Run 1, routed clock nets over the placement:
The bar under the picture is 50 um long.
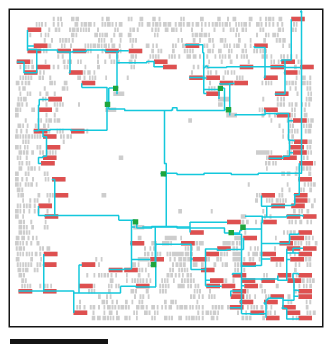
Run 1, a small window of the routed layout:
Window x 60 to 100, y 28 to 68 um. Cells in gray, sequential cells in the stronger gray; small squares are vias.
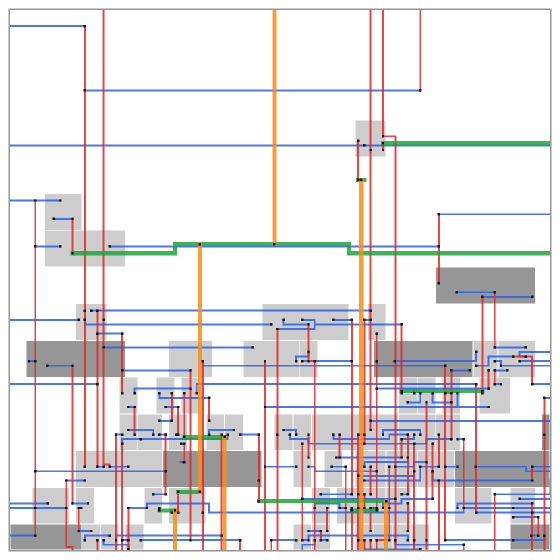
Run 1, placed standard cells:
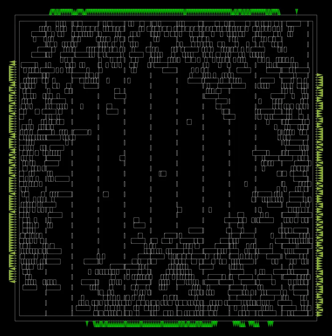
Run 1, metal layers overlaid:
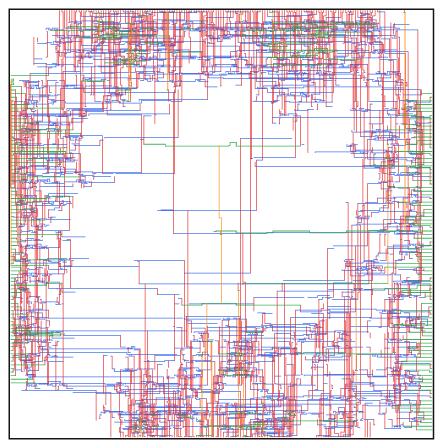
Design fp_mul_arbiter, sky130hd; sources not shown.
==> results_dict.tcl, run 1 <==
# yosys + openroad results
set metrics [dict create \
    worstPathCellList "inv_4, nand2_1, nand2_1, nand2_1, nand2_1, nor2_4, nand3_4, nand3_4, buf_4, nand2_1, nand2_1, nand2_1, nand3_1, nand2_1, inv_1" \
    path_clk_slew_ps 240 \
    use_met1_pct 22.89 \
    yosysMostFrequentCell "nand2_1" \
    syn-instance-count 1249 \
    syn_avg_cell_area_um2 5.805 \
    warnings 30 \
    power-top-group "sequential cells" \
    yosysTopAreaCell "dfxtp_1" \
    cts_resized 0 \
    logic_area_mm2 0.004131 \
    wl_met1_um 10160 \
    cp-end-kind "flip-flop" \
    worst-path-max-fanout 68 \
    antenna_found_initial 2 \
    drv_slew 0 \
    syn-cell-area_mm2 0.007251 \
    yosys_cells 1249 \
    die_width_um 159 \
    pg_seq_w 0.00153 \
    status "finished clean" \
    ys_top_cells_by_area "dfxtp_1, nand2_1, nand4_1" \
    cp-start-kind "flip-flop" \
    n_all_buffers 8 \
    core_area_mm2 0.02396 \
    hold_path_class "flip-flop to flip-flop" \
    p_comb_w 0.00118 \
    dr_wl_met3_um 2292 \
    required_ps 5550 \
    synth.top_cell.area_share_pct 30.92 \
    largest_cell_class "multi-input combinational cells" \
    dp_slack_ps 1110 \
    ctsHoldBuffers 0 \
    aoi_share_pct 2.985 \
    io_buffers 0 \
    comb_share_pct 56.19 \
]
Back to the opening pictures, 'routed clock nets over the placement':
- clock drivers: green (count 9)
- flip-flops: red (count 112)
- clock wires: cyan (length 1730 um)
- flops lie: spread over the die
- routed clock nets: 10
Post-Route Skew: 39.87 ps
clock latency on the worst-skew pair: 510 ps
clk pwr: 0.000510 W

Back to the opening pictures, 'a small window of the routed layout':
- metal 4: orange
- metal 3: green
- metal 1: blue
- metal 2: red
- cells with their middle in the window: 59
- most frequent: nand2_1 (20), dfxtp_1 (6), nor2_1 (4)
- sequential cells in the window: 6

Back to the opening pictures, 'placed standard cells':
Fill cells: 2746
Util after Layout: 30.68%

Back to the opening pictures, 'metal layers overlaid':
- metal 3: green (wire length 2290 um)
- metal 2: red (wire length 11500 um)
- metal 4: orange (wire length 609 um)
- metal 1: blue (wire length 10200 um)
routed wire length: 24540 um
Avg WL per Cell: 16.41 um
total track usage: 18.24%

[run 1: cell usage in the layout, fill, tap and decap left out, types with 2 or more instances in the layout]
cell type  netlist  layout
buf_4            8       7
nand3_4          0       3
inv_2            4       2
inv_6            0       2
a21oi_1          5       5
inv_12           0       3
nand3_1         71      71
clkinv_8         0       2
dfxtp_1        112     112
diode_2          0       2
nand4_1        129     129
inv_1           81      81
nand2_1        490     490
ha_1             4       4
nor3_1           4       4
nor2_1         200     200
o21ai_0         34      34
inv_4            1       2
clkbuf_4         0       9
[run 1: per-stage QoR]
step / hold WS [ps] / cells
6_report: 526.7 / 1496
4_1_cts: 484.6 / 1494
5_1_grt: 473.3 / 1496
2_1_floorplan: 478.8 / 1249
3_5_place_dp: 499.1 / 1478
3_3_place_gp: 502.8 / 1478
==> run 1 -> run 2 <==
==> constraint.sdc (replaced) <==
create_clock -name clk -period 3.65 [get_ports clk]
set_input_delay 0.73 -clock clk [delete_from_list [all_inputs] [get_ports clk]]
set_output_delay 0.73 -clock clk [all_outputs]
set_load 0.03 [all_outputs]
==> run 2 against run 1 <==
  * Sequential share of layout area is 0.43 points lower
  * Critical path depth is 2 lower
  * Via count is 0.24% lower
  * Clock skew is 8.2 ps lower
  * Combinational power is 44% higher
  * Sequential power is about 40% higher
  * Power is 41% higher
  * Clock power is 38% higher
  * Largest power group unchanged
  * Highest routed layer unchanged
==> results_dict.tcl, run 2 <==
# yosys + openroad results
set metrics [dict create \
    yosysTopAreaCell "dfxtp_1" \
    wl_um 24630 \
    yosysMostFrequentCell "nand2_1" \
    synth.top_cell.area_share_pct 30.92 \
    cp-end-kind "flip-flop" \
    pg_seq_w 0.00214 \
    lay_top_cells "nand2_1, nor2_1, nand4_1, dfxtp_1, inv_1" \
    n_fill_cell 2744 \
    status "finished clean" \
    cts_resized 0 \
    dr_wl_met3_um 2074 \
    wl_per_cell_um 16.42 \
    skew_ps 31.66 \
    worstPathCellList "inv_4, nand2_1, nand2_1, nand2_1, o21ai_1, nand3_4, buf_4, nand4_1, nand2_1, nand2_1, nand3_1, nand2_1, inv_1" \
    syn-instance-count 1249 \
    dp_slack_ps 928.2 \
    ctsHoldBuffers 0 \
    drv_slew 0 \
    syn-cell-area_mm2 0.007251 \
    final_common_cell "nand2_1" \
    worst-path-max-fanout 67 \
    hold_path_class "primary input to flip-flop" \
    antenna_found_initial 2 \
    io_buffers 0 \
]
run 2: area by class of cell:
type | count | area (um^2) | area share (%)
antenna | 2 | 5.005 | 0.06710
clock buffer | 9 | 67.56 | 0.9059
clock inverter | 7 | 101.3 | 1.359
inverter | 86 | 327.8 | 4.395
multi-input combinational | 948 | 4131 | 55.39
sequential | 112 | 2242 | 30.06
tap | 324 | 405.4 | 5.435
timing repair buffer | 12 | 177.7 | 2.382
run 2: metrics by stage:
step	hold slack (ps)	power, W	instances	util, %	cell area, um^2
after floorplan	478.8	0.003513	1249	-	7251
after global placement	494.3	0.003871	1482	30.40	7284
after detailed placement	504.4	0.003886	1482	30.40	7284
after CTS	261.4	0.004608	1498	31.10	7453
after global routing	251.2	0.004929	1500	31.12	7458
final	322.2	0.004549	1500	31.12	7458
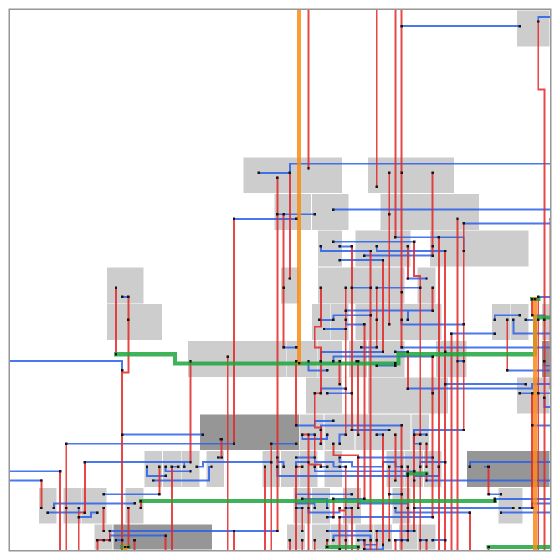
Run 2: a small window of the routed layout
Window x 60 to 100, y 28 to 68 um. Cells in gray, sequential cells in the stronger gray; small squares are vias.
- metal 1: blue
- metal 3: green
- metal 2: red
- metal 4: orange
- sequential cells in the window: 3
- most frequent: nand2_1 (25), nor2_1 (4), buf_12 (4)
- cells with their middle in the window: 63

Power figures rest on the tool's default switching activity, not on a simulated workload.
